Fig. 1: routing congestion map
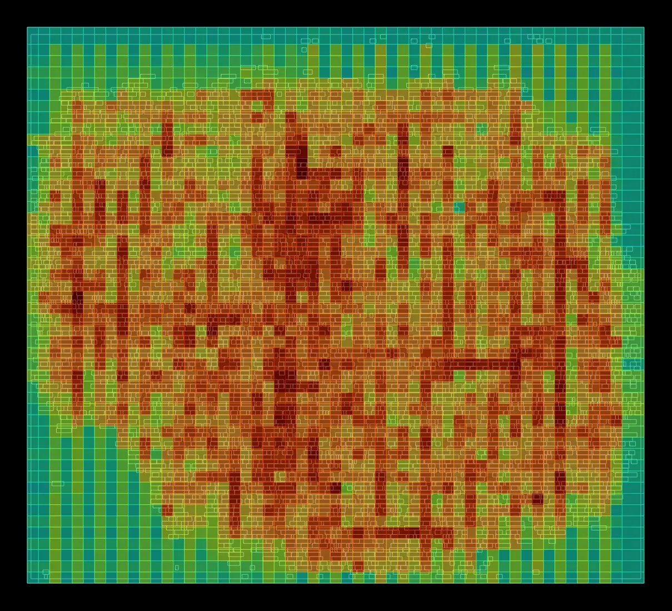
Fig. 2: met1 routing
Drawn at 1.5 px/um. Supply wires on this layer in gray. Cells faint in the background.
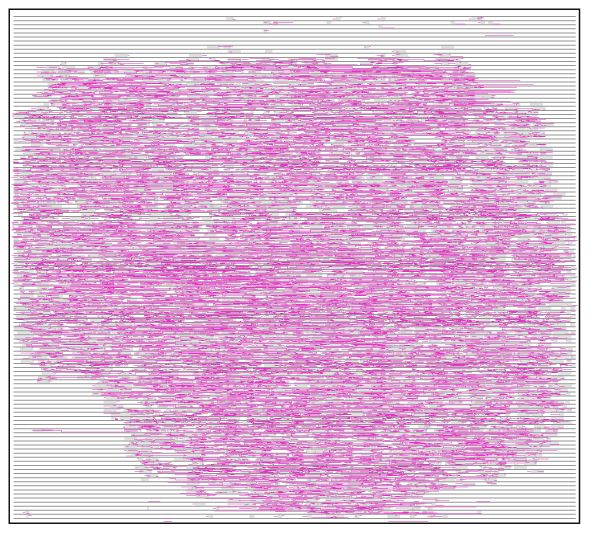
Fig. 3: where the registers sit
Drawn at 1 px/um. Other sequential cells in the stronger gray, the rest of the logic in the fainter gray.
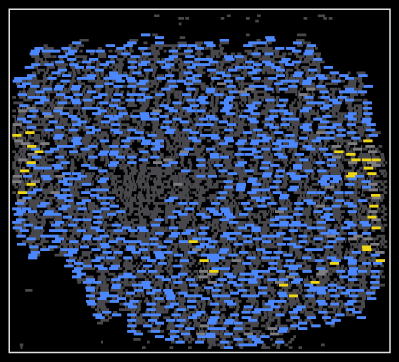
Fig. 4: met4 routing
Drawn at 1 px/um. Supply wires on this layer in gray.
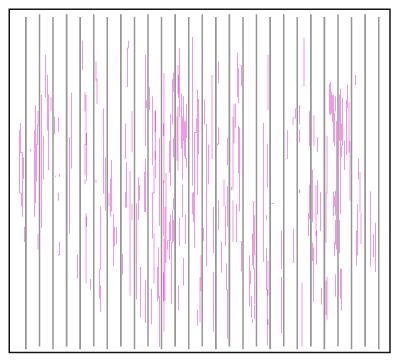
Fig. 5: routed metal, one color a layer
Drawn at 1 px/um. Two of the layers only.
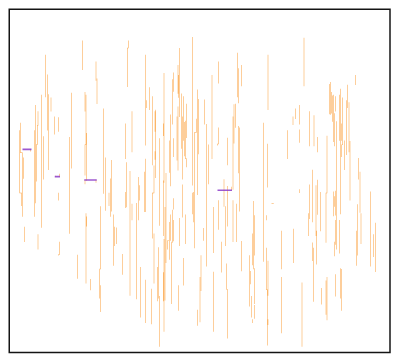
File: src/rtl/operand_fetch.sv
// operand_fetch
//   Register-file read stage feeding the ALU. Two bypassed read ports resolve
//   source operands. Operand 2 is either register 2 or the extended immediate.
//   The resolved operands go through one output register stage that honours a
//   downstream stall.
//
//   Ports
//     clock, resetN                   clock, async active-low reset
//     inValid, stall                  request valid / downstream back-pressure
//     readRegister1, readRegister2    source register IDs
//     aluSRC                          1: operand 2 = immediate, 0: register 2
//     immediate, immSigned            raw immediate, sign(1)/zero(0) extend
//     regWriteFlag, writeRegister,
//     writeData                       write-back port
//     readData1, readData2            ALU operands (registered)
//     storeData                       register-2 value for stores (registered)
//     outValid                        outputs carry a valid request

// One read port. A write to the same ID in this cycle is forwarded, so
// the port returns the value the register holds after the edge.
module operand_fetch_read_port #(
    parameter int DATA_WIDTH = 32,
    parameter int REG_COUNT  = 32,
    parameter int IDX_WIDTH  = 5
) (
    input  logic [REG_COUNT-1:0][DATA_WIDTH-1:0] regs,
    input  logic [4:0]                           readId,
    input  logic                                 wrEn,
    input  logic [4:0]                           writeRegister,
    input  logic [DATA_WIDTH-1:0]                writeData,
    output logic [DATA_WIDTH-1:0]                readData
);

    logic inRange;
    logic bypassHit;

    // ID 31 is hard-wired zero. IDs beyond the file size also read as zero.
    assign inRange   = (readId != 5'd31) && (32'(readId) < 32'(REG_COUNT));
    // wrEn already excludes ID 31 and out-of-range IDs.
    assign bypassHit = wrEn && (writeRegister == readId);

    always_comb begin
        readData = '0;
        if (bypassHit)
            readData = writeData;
        else if (inRange)
            readData = regs[readId[IDX_WIDTH-1:0]];
    end

endmodule

module operand_fetch #(
    parameter int DATA_WIDTH = 32,
    parameter int REG_COUNT  = 32,
    parameter int IMM_WIDTH  = 12
) (
    input  logic                  clock,
    input  logic                  resetN,
    input  logic                  inValid,
    input  logic                  stall,
    input  logic [4:0]            readRegister1,
    input  logic [4:0]            readRegister2,
    input  logic                  aluSRC,
    input  logic [IMM_WIDTH-1:0]  immediate,
    input  logic                  immSigned,
    input  logic                  regWriteFlag,
    input  logic [4:0]            writeRegister,
    input  logic [DATA_WIDTH-1:0] writeData,
    output logic [DATA_WIDTH-1:0] readData1,
    output logic [DATA_WIDTH-1:0] readData2,
    output logic [DATA_WIDTH-1:0] storeData,
    output logic                  outValid
);

    localparam int NUM_PORTS = 2;
    localparam int IDX_WIDTH = (REG_COUNT > 1) ? $clog2(REG_COUNT) : 1;

    typedef struct packed {
        logic [DATA_WIDTH-1:0] op1;
        logic [DATA_WIDTH-1:0] op2;
        logic [DATA_WIDTH-1:0] store;
    } operandBundle;

    logic [REG_COUNT-1:0][DATA_WIDTH-1:0] regs;
    logic [NUM_PORTS-1:0][4:0]            readIds;
    logic [NUM_PORTS-1:0][DATA_WIDTH-1:0] portData;
    logic                                 wrEn;
    logic [DATA_WIDTH-1:0]                immExt;
    operandBundle                         resolved;
    operandBundle                         held;

    // Writes proceed whatever stall and inValid are doing. The write-back
    // path is independent of the fetch pipeline.
    assign wrEn = regWriteFlag && (writeRegister != 5'd31) &&
                  (32'(writeRegister) < 32'(REG_COUNT));

    always_ff @(posedge clock or negedge resetN) begin
        if (!resetN)
            regs <= '0;
        else if (wrEn)
            regs[writeRegister[IDX_WIDTH-1:0]] <= writeData;
    end

    assign readIds = {readRegister2, readRegister1};

    for (genvar p = 0; p < NUM_PORTS; p++) begin : gPort
        operand_fetch_read_port #(
            .DATA_WIDTH (DATA_WIDTH),
            .REG_COUNT  (REG_COUNT),
            .IDX_WIDTH  (IDX_WIDTH)
        ) uPort (
            .regs          (regs),
            .readId        (readIds[p]),
            .wrEn          (wrEn),
            .writeRegister (writeRegister),
            .writeData     (writeData),
            .readData      (portData[p])
        );
    end

    // The top bit of the immediate drives the extension only when immSigned is set.
    assign immExt = {{(DATA_WIDTH-IMM_WIDTH){immSigned & immediate[IMM_WIDTH-1]}},
                     immediate};

    always_comb begin
        resolved       = '0;
        resolved.op1   = portData[0];
        resolved.op2   = aluSRC ? immExt : portData[1];
        resolved.store = portData[1];
    end

    // Output stage. A stalled request is re-resolved on every edge, so the
    // first edge with stall low picks up any writes that landed during the
    // stall. The operands keep their old value on an idle cycle. outValid
    // drops on that cycle.
    always_ff @(posedge clock or negedge resetN) begin
        if (!resetN) begin
            held     <= '0;
            outValid <= 1'b0;
        end else if (!stall) begin
            outValid <= inValid;
            if (inValid)
                held <= resolved;
        end
    end

    assign readData1 = held.op1;
    assign readData2 = held.op2;
    assign storeData = held.store;

endmodule

File: config.mk
export PLATFORM = sky130hd
export DESIGN_NAME = operand_fetch
export DESIGN_NICKNAME = d
export VERILOG_FILES = /design/src/rtl/operand_fetch.sv
export SDC_FILE = /design/constraint.sdc
export NUM_CORES = 2
export LEC_CHECK = 0
export CAP_MARGIN = 15
export CORE_ASPECT_RATIO = 0.9
export CORE_MARGIN = 2
export CORE_UTILIZATION = 47
export CTS_CLUSTER_DIAMETER = 50
export CTS_CLUSTER_SIZE = 28
export DETAILED_ROUTE_END_ITERATION = 7
export PLACE_DENSITY = 0.68
export RECOVER_POWER = 50
export SLEW_MARGIN = 0
export SYNTH_ARGS = -nofsm -noshare
export SYNTH_HDL_FRONTEND = slang
export SYNTH_HIERARCHICAL = 1
export SYNTH_SLANG_ARGS = --single-unit
export TNS_END_PERCENT = 20
File: constraint.sdc
create_clock -name clock -period 2.6 [get_ports clock]
set_input_delay 0.52 -clock clock [delete_from_list [all_inputs] [get_ports clock]]
set_output_delay 0.52 -clock clock [all_outputs]
set_load 0.01 [all_outputs]
==> flow_metrics.py <==
# Synthesis and PnR figures
metrics = {
    "sta": {
        "finalCritPeriodShare_pct": 95.3,
        "final_hold_viol_count": 0,
        "setup_slack_ps": 123,
        "drv_slew": 22,
        "finalCriticalPeriod_ps": 2480,
        "setup_viol": 0,
        "relSlewSlack_pct": -1.33,
        "tightest_slew_ps": 1520,
        "clock.fmax_ghz": 0.404,
        "rsz0062_at_grt": "no",
        "fin_worst_skew_ps": 27.5,
        "timing.hold.ws_ps": 286,
    },
    "detailed_routing": {
        "first_pass_iters": 5,
        "via_per_inst": 6.63,
        "route.detailed.drc": 0,
        "drtAntennaViolNets": 0,
        "drt-initial-drc-count": 4931,
    },
    "clocking": {
        "cts.sinks": 1121,
        "ctsResizeCount": 0,
        "htree_levels": 3,
        "worstSkewPairLatency_ps": 770,
        "clockRootBuffer": "clkbuf_16",
        "cts_tree": "built",
        "cts_buffers": 117,
        "clk_path_buf_depth": 3,
        "path_clk_slew_ps": 60,
    },
    "synth": {
        "yosys_warnings": 6,
        "yosysCellCount": 4378,
        "syn_area_mm2": 0.0595,
        "synthArstFlopShare_pct": 100,
        "top_area_cell": "dfrtp_1",
        "synth_top_area_share_pct": 47.1,
        "avgSynthCellArea_um2": 13.6,
        "synth-edff-count": 0,
        "synth_nets": 4444,
        "ys_chip_area_mm2": 0.0595,
        "flop_cell": "dfrtp_1",
        "area_leaders": "dfrtp_1 (47%), mux2_2 (20%), mux4_2 (9.7%)",
        "synth_cell_types": 42,
        "synth_seq_share_pct": 47.1,
        "ys_seq_elements": 1121,
        "netlist_instances": 4378,
    },
    "finish": {
        "nets": 4750,
        "areaGrowthSynthToFinish_pct": 19.7,
        "stdcell_count": 6480,
        "fillers": 10000,
        "drive_above_1_share_pct": 43.8,
    },
    "global_route": {
        "antenna_found_initial": 11,
        "grt_pass1_wl_mm": 302,
        "grt_pass1_vias": 43400,
        "grt.overflow.total": 0,
        "grt_max_degree": 106,
    },
    "placement": {
        "gp_congestion": 0.909,
        "dp_hpwl_mm": 137,
        "dp_slack_ps": -409,
        "dp_cells": 6251,
        "portBuffers": 162,
    },
    "floorplanning": {
        "die_x_um": 379,
        "floorplan.core_util_pct": 47.5,
        "die-height_um": 342,
        "core-area_mm2": 0.125,
        "die_area_mm2": 0.130,
        "io_pins": 163,
        "placementRows": 123,
    },
    "status": {
        "run_status": "finished with violations",
        "violations": "max-capacitance violations, max-slew violations",
    },
    "power": {
        "combPwrFrac_pct": 20.8,
        "switching_share_pct": 28.9,
        "intPower_w": 0.0376,
        "power_switching_w": 0.0153,
        "p_per_area_mw_per_mm2": 743,
        "ir_drop_v": 0.000637,
        "clkPwrFrac_pct": 35.3,
        "p_seq_share_pct": 43.9,
        "p_leak_nw": 31.9,
    },
    "hold_path": {
        "hold_class": "in2reg",
    },
    "critical_path": {
        "r2r_slack_ps": 370,
        "cp.arrival_ps": 3110,
        "startpoint_type": "input pin",
        "cp_max_fo": 8,
        "endpoint_kind": "flop",
        "required_ps": 3240,
        "critPathKind": "in2reg",
    },
    "flow_run": {
        "tool_warnings": 30,
        "max-cap-violations": 1,
    },
}
-- Fig. 1 (at the start) --
met3 usage: 7.90%
met1 usage: 44.3%
met2 Use GR: 47.8%

-- Fig. 2 (at the start) --
main direction = horizontal
share of all routed wire = 41%
vias: 43000
Total Routed Length: 207 mm

-- Fig. 3 (at the start) --
`readData2` -> yellow  # flops 32
`regs` -> blue  # flops 1024, where spread over the die
not colored = 65
final core utilization: 56.8%
seq pwr: 0.0233 W
sequential cell area: 0.0281 mm^2
Seq/total area: 39.3%

-- Fig. 4 (at the start) --
wire length on this layer = 9460 um
main direction = vertical
nets with wire on the layer = 120

-- Fig. 5 (at the start) --
met4 -> orange  # wire length 9460 um
met5 -> purple  # wire length 35.0 um
total track usage: 31.9%
WL/cell: 31.9 um

[per-stage QoR]
step / setup TNS [ps] / cell area, um^2 / power (W)
after floorplan: 0 / 59500 / 0.0299
after global placement: -84590 / 67100 / 0.0339
after detailed placement: -90450 / 67100 / 0.0344
after CTS: 0 / 71500 / 0.0530
after global routing: 0 / 71300 / 0.0550
final: 0 / 71300 / 0.0530
[power by group through the flow]
stage	clock (W)	combinational, W	sequential [W]
global route	0.0196	0.0118	0.0236
detailed placement	0	0.0109	0.0234
finish	0.0187	0.0110	0.0233
CTS	0.0189	0.0110	0.0231
global placement	0	0.0107	0.0232
floorplan	0	0.00719	0.0227
[layout by cell type, fill, tap and decap left out, types with 128 or more instances in the layout]
cell type and n:
mux2i_1 524, a221oi_1 128, buf_4 331, dfrtp_1 1121
o221ai_1 128, buf_12 167, clkdlybuf4s50_1 149, mux4_2 256
mux2_2 1039, nand2_1 189
[timing repair]
| action | in CTS | in global routing |
|---|---|---|
| endpoints found under the hold margin | 15 | 0 |
| hold buffers | 1 | 0 |
| buffers inserted | 0 | 0 |
[critical path, cell delays in order]
cell,delay (ps)
dlygate4sd3_1,670
clkbuf_1,220
clkbuf_1,400
nand4_1,240
buf_4,220
nor2_4,180
buf_4,290
mux2_2,360
[cell families (layout without fill, tap and decap cells)]
family	count (synthesis)	after routing	synth area share [%]
DFF	1121	1121	47.1
and+or+nand+nor	385	385	3.12
muxes	1836	1836	38.5
AOI/OAI and AO/OA	503	503	6.79
other	0	6	0
buffers and inverters	523	932	4.35
xor gates and xnor gates	10	10	0.147
[layer usage]
metal / routed length, um / global-route usage (%) / part of all wire [%] / vias up
met5: 34 / 0 / 0.016 / -
met4: 9460 / 13.6 / 4.6 / 8
met3: 21200 / 7.90 / 10 / 536
met2: 91600 / 47.8 / 44 / 2357
met1: 84400 / 44.3 / 41 / 22700
li1: - / - / - / 17300
[Yosys cell counts (68+ instances only)]
cell type,number
a221oi_1,128
and2_1,68
buf_2,133
clkbuf_1,275
dfrtp_1,1121
mux2_2,1039
mux2i_1,524
mux4_2,256
nand2_1,201
nand3_1,71
o221ai_1,128
[flip-flops by register name, indices dropped and copies added (netlist names)]
signal / count
storeData: 32
outValid: 1
readData1: 32
regs: 1024
readData2: 32
[worst paths after layout]
check / start / cells past startpoint / end
setup / recovery: writeRegister[0] / 8 / regs[739]
hold / removal: aluSRC / 3 / readData2[1]
setup reg to reg: regs[751] / 7 / readData2[15]
hold reg to reg: regs[1007] / 0 / regs[1007]
max in group asynchronous: resetN / 4 / regs[853]
min in group asynchronous: resetN / 2 / regs[219]
[final cells by class]
| type | instances | area, um^2 | share of cell area [%] |
|---|---|---|---|
| multi-input combinational | 2734 | 29100 | 40.9 |
| sequential | 1121 | 28100 | 39.3 |
| timing repair buffer | 686 | 7590 | 10.7 |
| clock buffer | 131 | 3090 | 4.34 |
| tap | 1687 | 2110 | 2.96 |
| clock inverter | 91 | 1200 | 1.68 |
| inverter | 24 | 90.1 | 0.126 |
| antenna | 6 | 15.0 | 0.0211 |
Power figures rest on the tool's default switching activity, not on a simulated workload.
